<file path="config.mk">
export PLATFORM = sky130hd
export DESIGN_NAME = fft_stage_sequencer
export DESIGN_NICKNAME = d
export VERILOG_FILES = /design/src/rtl/fft_pkg.sv /design/src/rtl/fft_tw_addr_gen.sv /design/src/rtl/fft_stage_sequencer.sv
export SDC_FILE = /design/constraint.sdc
export NUM_CORES = 1
export LEC_CHECK = 0
export ABC_AREA = 0
export CORE_MARGIN = 2
export CORE_UTILIZATION = 45
export DETAILED_ROUTE_END_ITERATION = 8
export PLACE_DENSITY_LB_ADDON = 0.3
export SLEW_MARGIN = 40
export SYNTH_ARGS = -nofsm -noshare
export SYNTH_HDL_FRONTEND = slang
export SYNTH_SLANG_ARGS = --single-unit
export TNS_END_PERCENT = 10
</file>
<file path="constraint.sdc">
create_clock -name i_clk -period 2.7 [get_ports i_clk]
set_input_delay 0.54 -clock i_clk [delete_from_list [all_inputs] [get_ports i_clk]]
set_output_delay 0.54 -clock i_clk [all_outputs]
set_load 0.02 [all_outputs]
</file>
<file path="src/rtl/fft_pkg.sv">
// fft_pkg
//   Shared definitions for the radix-2 DIT FFT control slice.
//   - fft_state_e : sequencer states (idle, issuing butterflies, waiting for
//                   the butterfly pipeline to empty, completion pulse).
//   - stage_w     : width of the stage-select field for an N-point FFT.
//   - bfly_w      : width of the butterfly-index / twiddle-address fields.
//   - tw_index    : twiddle ROM index for a (stage, butterfly) pair.
//   No ports (package).
package fft_pkg;

  typedef enum logic [1:0] {
    ST_IDLE  = 2'd0,
    ST_RUN   = 2'd1,
    ST_DRAIN = 2'd2,
    ST_DONE  = 2'd3
  } fft_state_e;

  // Stage select must hold 0..log2(N)-1; never narrower than one bit.
  function automatic int stage_w(input int n_points);
    int w;
    w = $clog2($clog2(n_points));
    return (w < 1) ? 1 : w;
  endfunction

  // Butterfly index spans 0..N/2-1.
  function automatic int bfly_w(input int n_points);
    return $clog2(n_points) - 1;
  endfunction

  // In stage s only the low s bits of the butterfly index select a distinct
  // twiddle; scaling by 2^(stages-1-s) maps it onto the N/2-entry ROM.
  function automatic int unsigned tw_index(input int unsigned stage,
                                           input int unsigned bfly,
                                           input int unsigned stages);
    int unsigned mask;
    mask = (32'd1 << stage) - 32'd1;
    return (bfly & mask) << (stages - 32'd1 - stage);
  endfunction

endpackage

</file>
<file path="src/rtl/fft_tw_addr_gen.sv">
// fft_tw_addr_gen
//   Combinational twiddle ROM address generator, shared by the forward and
//   inverse FFT controllers.
//   Parameters: N_POINTS - FFT size (power of two, 4..1024).
//   Ports:
//     stage   in  [SW-1:0]  current stage index
//     bfly    in  [BW-1:0]  butterfly index within the stage
//     tw_addr out [BW-1:0]  twiddle ROM address
module fft_tw_addr_gen
  import fft_pkg::*;
#(
  parameter  int N_POINTS = 16,
  localparam int STAGES   = $clog2(N_POINTS),
  localparam int SW       = stage_w(N_POINTS),
  localparam int BW       = bfly_w(N_POINTS)
) (
  input  logic [SW-1:0] stage,
  input  logic [BW-1:0] bfly,
  output logic [BW-1:0] tw_addr
);

  assign tw_addr = BW'(tw_index(32'(stage), 32'(bfly), unsigned'(STAGES)));

endmodule

</file>
<file path="src/rtl/fft_stage_sequencer.sv">
// fft_stage_sequencer
//   Control unit for an N-point radix-2 DIT FFT datapath. Walks every
//   butterfly of every stage, then waits PIPE_LAT cycles for the butterfly
//   pipeline to empty before pulsing o_done.
//   Optional build macro: FFT_SEQ_AUTO_RESTART_EN - when defined, i_start seen
//   in the completion cycle starts the next frame directly (no idle cycle).
//   Parameters: N_POINTS (4..1024, power of two), PIPE_LAT (>= 0).
//   Ports:
//     i_clk      in   clock, rising edge
//     i_rst_n    in   synchronous active-low reset
//     i_start    in   frame start request (acted on in idle only)
//     i_en       in   issue enable; low freezes the stage/butterfly counters
//     o_busy     out  issuing or draining
//     o_valid    out  a butterfly is issued this cycle
//     o_mux_sel  out  current stage index
//     o_bfly     out  butterfly index within the stage
//     o_tw_addr  out  twiddle ROM address
//     o_last     out  final butterfly of the final stage issued this cycle
//     o_done     out  one-cycle frame-complete pulse
module fft_stage_sequencer
  import fft_pkg::*;
#(
  parameter  int N_POINTS = 16,
  parameter  int PIPE_LAT = 2,
  localparam int STAGES   = $clog2(N_POINTS),
  localparam int SW       = stage_w(N_POINTS),
  localparam int BW       = bfly_w(N_POINTS)
) (
  input  logic          i_clk,
  input  logic          i_rst_n,
  input  logic          i_start,
  input  logic          i_en,
  output logic          o_busy,
  output logic          o_valid,
  output logic [SW-1:0] o_mux_sel,
  output logic [BW-1:0] o_bfly,
  output logic [BW-1:0] o_tw_addr,
  output logic          o_last,
  output logic          o_done
);

  // Drain counter runs 0..PIPE_LAT-1.
  localparam int DW = (PIPE_LAT < 2) ? 1 : $clog2(PIPE_LAT);
  localparam logic [SW-1:0] LAST_STAGE = SW'(STAGES - 1);
  localparam logic [BW-1:0] LAST_BFLY  = BW'(N_POINTS / 2 - 1);
  localparam logic [DW-1:0] LAST_DRAIN = DW'((PIPE_LAT > 0) ? PIPE_LAT - 1 : 0);

  fft_state_e    state_reg, state_next;
  logic [SW-1:0] stage_reg, stage_next;
  logic [BW-1:0] bfly_reg,  bfly_next;
  logic [DW-1:0] drain_reg, drain_next;

  // Counters as seen by the datapath: forced to zero outside RUN.
  logic [SW-1:0] run_stage;
  logic [BW-1:0] run_bfly;

  always_ff @(posedge i_clk) begin
    if (!i_rst_n) begin
      state_reg <= ST_IDLE;
      stage_reg <= '0;
      bfly_reg  <= '0;
      drain_reg <= '0;
    end else begin
      state_reg <= state_next;
      stage_reg <= stage_next;
      bfly_reg  <= bfly_next;
      drain_reg <= drain_next;
    end
  end

  always_comb begin
    state_next = state_reg;
    stage_next = stage_reg;
    bfly_next  = bfly_reg;
    drain_next = drain_reg;
    o_busy     = 1'b0;
    o_valid    = 1'b0;
    o_last     = 1'b0;
    o_done     = 1'b0;
    run_stage  = '0;
    run_bfly   = '0;

    case (state_reg)
      ST_IDLE: begin
        stage_next = '0;
        bfly_next  = '0;
        drain_next = '0;
        if (i_start) state_next = ST_RUN;
      end

      ST_RUN: begin
        o_busy    = 1'b1;
        run_stage = stage_reg;
        run_bfly  = bfly_reg;
        if (i_en) begin
          o_valid = 1'b1;
          if (bfly_reg == LAST_BFLY) begin
            bfly_next = '0;
            if (stage_reg == LAST_STAGE) begin
              o_last     = 1'b1;
              stage_next = '0;
              drain_next = '0;
              // With no pipeline latency there is nothing to wait for.
              state_next = (PIPE_LAT == 0) ? ST_DONE : ST_DRAIN;
            end else begin
              stage_next = stage_reg + SW'(1);
            end
          end else begin
            bfly_next = bfly_reg + BW'(1);
          end
        end
      end

      ST_DRAIN: begin
        // Drain runs on wall-clock cycles; i_en only gates issue.
        o_busy = 1'b1;
        if (drain_reg == LAST_DRAIN) begin
          drain_next = '0;
          state_next = ST_DONE;
        end else begin
          drain_next = drain_reg + DW'(1);
        end
      end

      ST_DONE: begin
        o_done     = 1'b1;
        stage_next = '0;
        bfly_next  = '0;
        drain_next = '0;
`ifdef FFT_SEQ_AUTO_RESTART_EN
        state_next = i_start ? ST_RUN : ST_IDLE;
`else
        state_next = ST_IDLE;
`endif
      end

      default: state_next = ST_IDLE;
    endcase
  end

  assign o_mux_sel = run_stage;
  assign o_bfly    = run_bfly;

  fft_tw_addr_gen #(
    .N_POINTS (N_POINTS)
  ) u_tw_addr_gen (
    .stage   (run_stage),
    .bfly    (run_bfly),
    .tw_addr (o_tw_addr)
  );

endmodule

</file>
Figure 1. Metal 1.
Supply wires on this layer in grey.
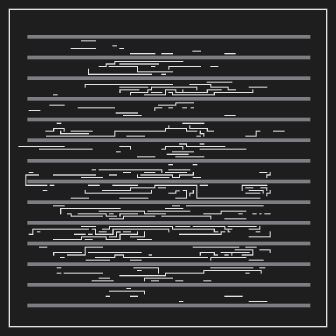
share of all routed wire: 49%
longest straight run: 11.5 um
main direction: horizontal
nets with wire on the layer: 90
wire length on this layer: 628 um

Figure 2. M2 wires.
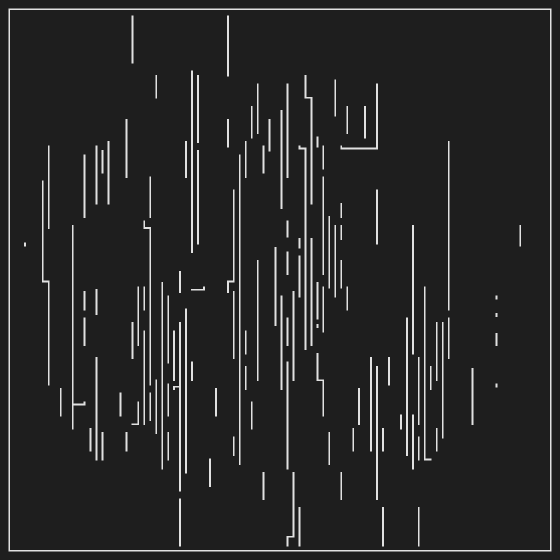
main direction: vertical
share of all routed wire: 45%
nets with wire on the layer: 87
total via count in the routed design: 602
final routed wirelength across all metal layers: 1.27 mm
grt met2 use: 0.244

Figure 3. M3 wires.
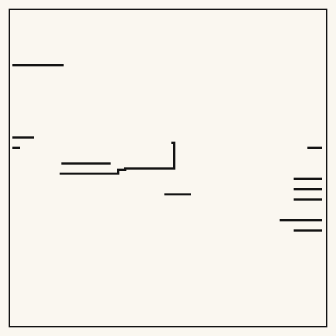
share of all routed wire: 4.7%
main direction: horizontal
wire length on this layer: 59.0 um

==> out/metrics.cfg <==
[flow_run]
max_cap_violations=0
warnings=32

[setup_path]
timing.critical_path.from=state_reg[1]
crit_end=o_tw_addr[1]
critPathLaunchType=flip-flop
r2r.worst_path.cells=5
worstReg2RegEnd=stage_reg[0]
crit_type=reg -> out
critical_path_peak_fanout=11
worstPathRequired_ns=2.16
critical_path.endpoint_type=primary output
reg2reg_from=state_reg[0]
critPathArrivalTime_ns=1.98
worst-r2r-setup-slack_ns=0.80

[floorplan]
floorplan.die.width_um=41.6
boundary_pin_count=16
floorplan.die_area_um2=1730
die.size.y_um=41.6
fp-row-count=13
fp-utilization=0.483
design.core.area_um2=1320

[clock_tree]
clock_tree_from_tritoncts=built
count_of_hold_fix_buffers_inserted_at_cts=0
cts.sink_count=8
cts.path.max_buffers=2
post-cts-setup-buffers=0
postCtsResizedCells=0
clock_tree.htree_level_count=1
clock-root-buffer=sky130_fd_sc_hd__clkbuf_4
cts.clk_slew.worst_paths_ns=0.06
number_of_buffers_created_by_cts=3

[final_timing]
maxClockFrequency_mhz=397
timing_hold_violations_final=0
slew_viol_final=0
post-route-period-util=0.932
maxSlewHeadroom=0.749
setup_viol=0
tightestPinTransition_ns=0.367
grt_setup_unrepaired=false
finalWorstPathRequiredPeriod_ns=2.52
final.setup.worst_slack_ns=0.184
fin_setup_tns_ns=0

[route]
route.detailed.drc=0
dr.pass1.iters=4
avgViaCountPerCell=5.42
initialDrtViolationCount=10
antenna_violating_nets_post_route=0

[status]
run_status=complete, no violations

[power]
sequentialPowerShare=0.288
internal_power_uw=364
power.share.clock=0.142
power.share.switching=0.436
cellPowerDensity_nw_per_um2=777
totalPowerFinal_uw=646
switchingPower_uw=282
vdd_drop_max_mv=0.585
power_leakage_nw=0.373
combPwrFrac=0.571

[synth]
synthesis.yosys.warnings=0
syn_avg_cell_area_um2=8.06
mappedNetlistArea_um2=637
count_of_flip_flops_with_a_built_in_enable_after_synthesis=0
synth.yosys.num_cells=79
synthDominantCellAreaShare=0.251
syn_nets=93
synthArstFlopShare=0
top_cells_by_count=sky130_fd_sc_hd__ha_1, sky130_fd_sc_hd__nand2_1, sky130_fd_sc_hd__a21oi_1, sky130_fd_sc_hd__dfxtp_1, sky130_fd_sc_hd__nor2b_1
synth-seq-cells=8
top_cell=sky130_fd_sc_hd__ha_1
synthesized_instance_count=79
yosysUniqueCellTypes=24
synth.yosys.chip_area_um2=637
postSynth.topFlopCell=sky130_fd_sc_hd__dfxtp_1
synthTopCellsByArea=sky130_fd_sc_hd__dfxtp_1, sky130_fd_sc_hd__ha_1, sky130_fd_sc_hd__nor2b_1
top_area_cell=sky130_fd_sc_hd__dfxtp_1
sequential_element_share_of_the_synthesized_area=0.251

[finish]
comb_area_um2=452
areaGrowthSynthToFinish_pct=30.6
fillCellCount=115
post-route-util=0.632
largest_reg_flops=3
final_nets=112
antenna_cells=0
layout_cells_sized_above_1=0.0729
flop_area_um2=160

[placed_design]
gp_congestion=0.756
dp_slack_ns=0.274
dpl.hpwl_um=963
io_buffers=15

[min_path]
hp-class=reg -> reg
worstHoldStart=drain_reg

[global_route]
grt_pass1_vias=497
antenna_found_initial=0
grt_max_degree=13
wire_length_of_the_first_global_routing_pass_mm=2.01
grt_overflow=0

Figure 4. Clock nets.
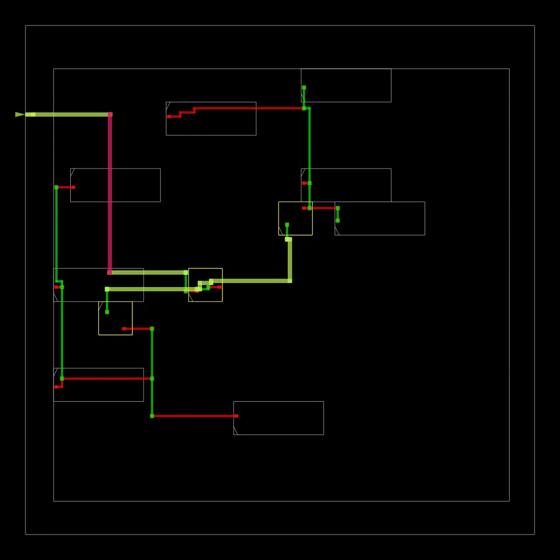
count of sequential standard cells: 8
Post-Route Skew: 0.00361 ns
clk pwr: 91.7 uW
number of clock buffer instances in the layout: 3
source-to-sink clock delay at the later pin of the worst-skew pair: 0.25 ns

Figure 5. Signal metal coverage by tile.
The bar under the picture is 10 um long. 8 x 8 tiles, from dark purple (low) to yellow (high), scaled to the fullest tile. Values are wire area over tile area, all layers added.
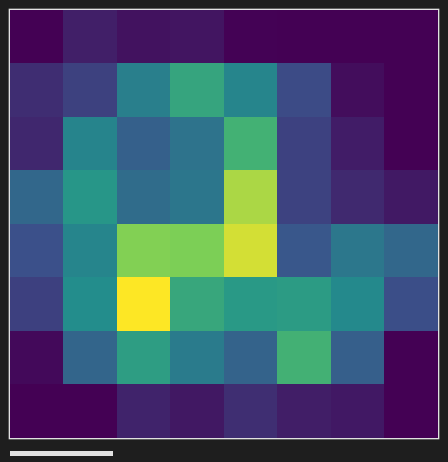
tiles over half the peak: 20%
fullest tile: 0.40
nearly empty tiles: 17%
mean over tiles: 0.12
densest ninth of the die: centre
emptiest ninth of the die: upper right
Wirelength per Cell: 11.4 um
global-route total usage across every layer: 0.153

==> cell usage in the layout, fill, tap and decap left out, types with 2 or more instances in the layout <==
master,netlist,final
sky130_fd_sc_hd__clkdlybuf4s50_1,0,14
sky130_fd_sc_hd__ha_1,10,9
sky130_fd_sc_hd__and3_1,3,3
sky130_fd_sc_hd__o31ai_1,2,2
sky130_fd_sc_hd__nand3_1,4,4
sky130_fd_sc_hd__or4_1,2,2
sky130_fd_sc_hd__nor2b_1,8,8
sky130_fd_sc_hd__and2_1,5,5
sky130_fd_sc_hd__dfxtp_1,8,8
sky130_fd_sc_hd__o21ai_0,3,3
sky130_fd_sc_hd__clkbuf_4,0,3
sky130_fd_sc_hd__a21oi_1,8,8
sky130_fd_sc_hd__inv_1,5,5
sky130_fd_sc_hd__nand2_1,9,9
==> worst max-delay path, cell delays in order (launching register included) <==
cell and delay, ns:
sky130_fd_sc_hd__dfxtp_1 0.37, sky130_fd_sc_hd__inv_1 0.11, sky130_fd_sc_hd__ha_1 0.31, sky130_fd_sc_hd__nand2_1 0.13, sky130_fd_sc_hd__nand2_1 0.06, sky130_fd_sc_hd__a21oi_1 0.14, sky130_fd_sc_hd__clkdlybuf4s50_1 0.61
==> per-stage QoR <==
step / hold WS [ns] / cell area (um^2) / std cells
6_report: 0.470 / 832 / 111
5_1_grt: 0.509 / 832 / 111
4_1_cts: 0.477 / 827 / 111
3_5_place_dp: 0.469 / 805 / 108
3_3_place_gp: 0.461 / 805 / 108
2_1_floorplan: 0.448 / 637 / 79
==> layout make-up <==
type                       instances  area share
multi-input combinational         64       0.543
sequential                         8       0.192
timing repair buffer              16       0.192
clock buffer                       3      0.0271
inverter                           5      0.0226
tap                               15      0.0226
==> cell families (layout without fill, tap and decap cells) <==
| family | count (synthesis) | after routing | synth area share |
|---|---|---|---|
| flip-flops | 8 | 8 | 0.251 |
| multiplexers | 1 | 1 | 0.0157 |
| buffers and inverters | 7 | 24 | 0.0432 |
| adder cells (fa/ha/maj) | 10 | 10 | 0.196 |
| AND/OR/NAND/NOR | 35 | 35 | 0.314 |
| AND-OR/OR-AND | 18 | 18 | 0.179 |
==> worst min-delay path by stage <==
stage | to | cells after the start
finish | drain_reg | 2
global route | drain_reg | 2
CTS | drain_reg | 2
detailed placement | drain_reg | 2
global placement | drain_reg | 2
floorplan | drain_reg | 2
==> layer usage <==
metal  GRT usage  up-vias  part of all wire  routed length (um)
met2       0.244       14              0.45                 569
met1       0.181      271              0.49                 627
met4      0.0581        0            0.0095                  12
met3      0.0652        2             0.046                  59
li1            -      315                 -                   -
met5           0        -                 0                   0
==> power by group through the flow <==
stage | registers (mW) | logic, mW | clock network [mW]
global route | 0.191 | 0.407 | 0.103
floorplan | 0.178 | 0.270 | 0
finish | 0.186 | 0.369 | 0.0917
detailed placement | 0.188 | 0.364 | 0
global placement | 0.188 | 0.358 | 0
CTS | 0.186 | 0.365 | 0.0937
Power is estimated from default activity; no workload was simulated.
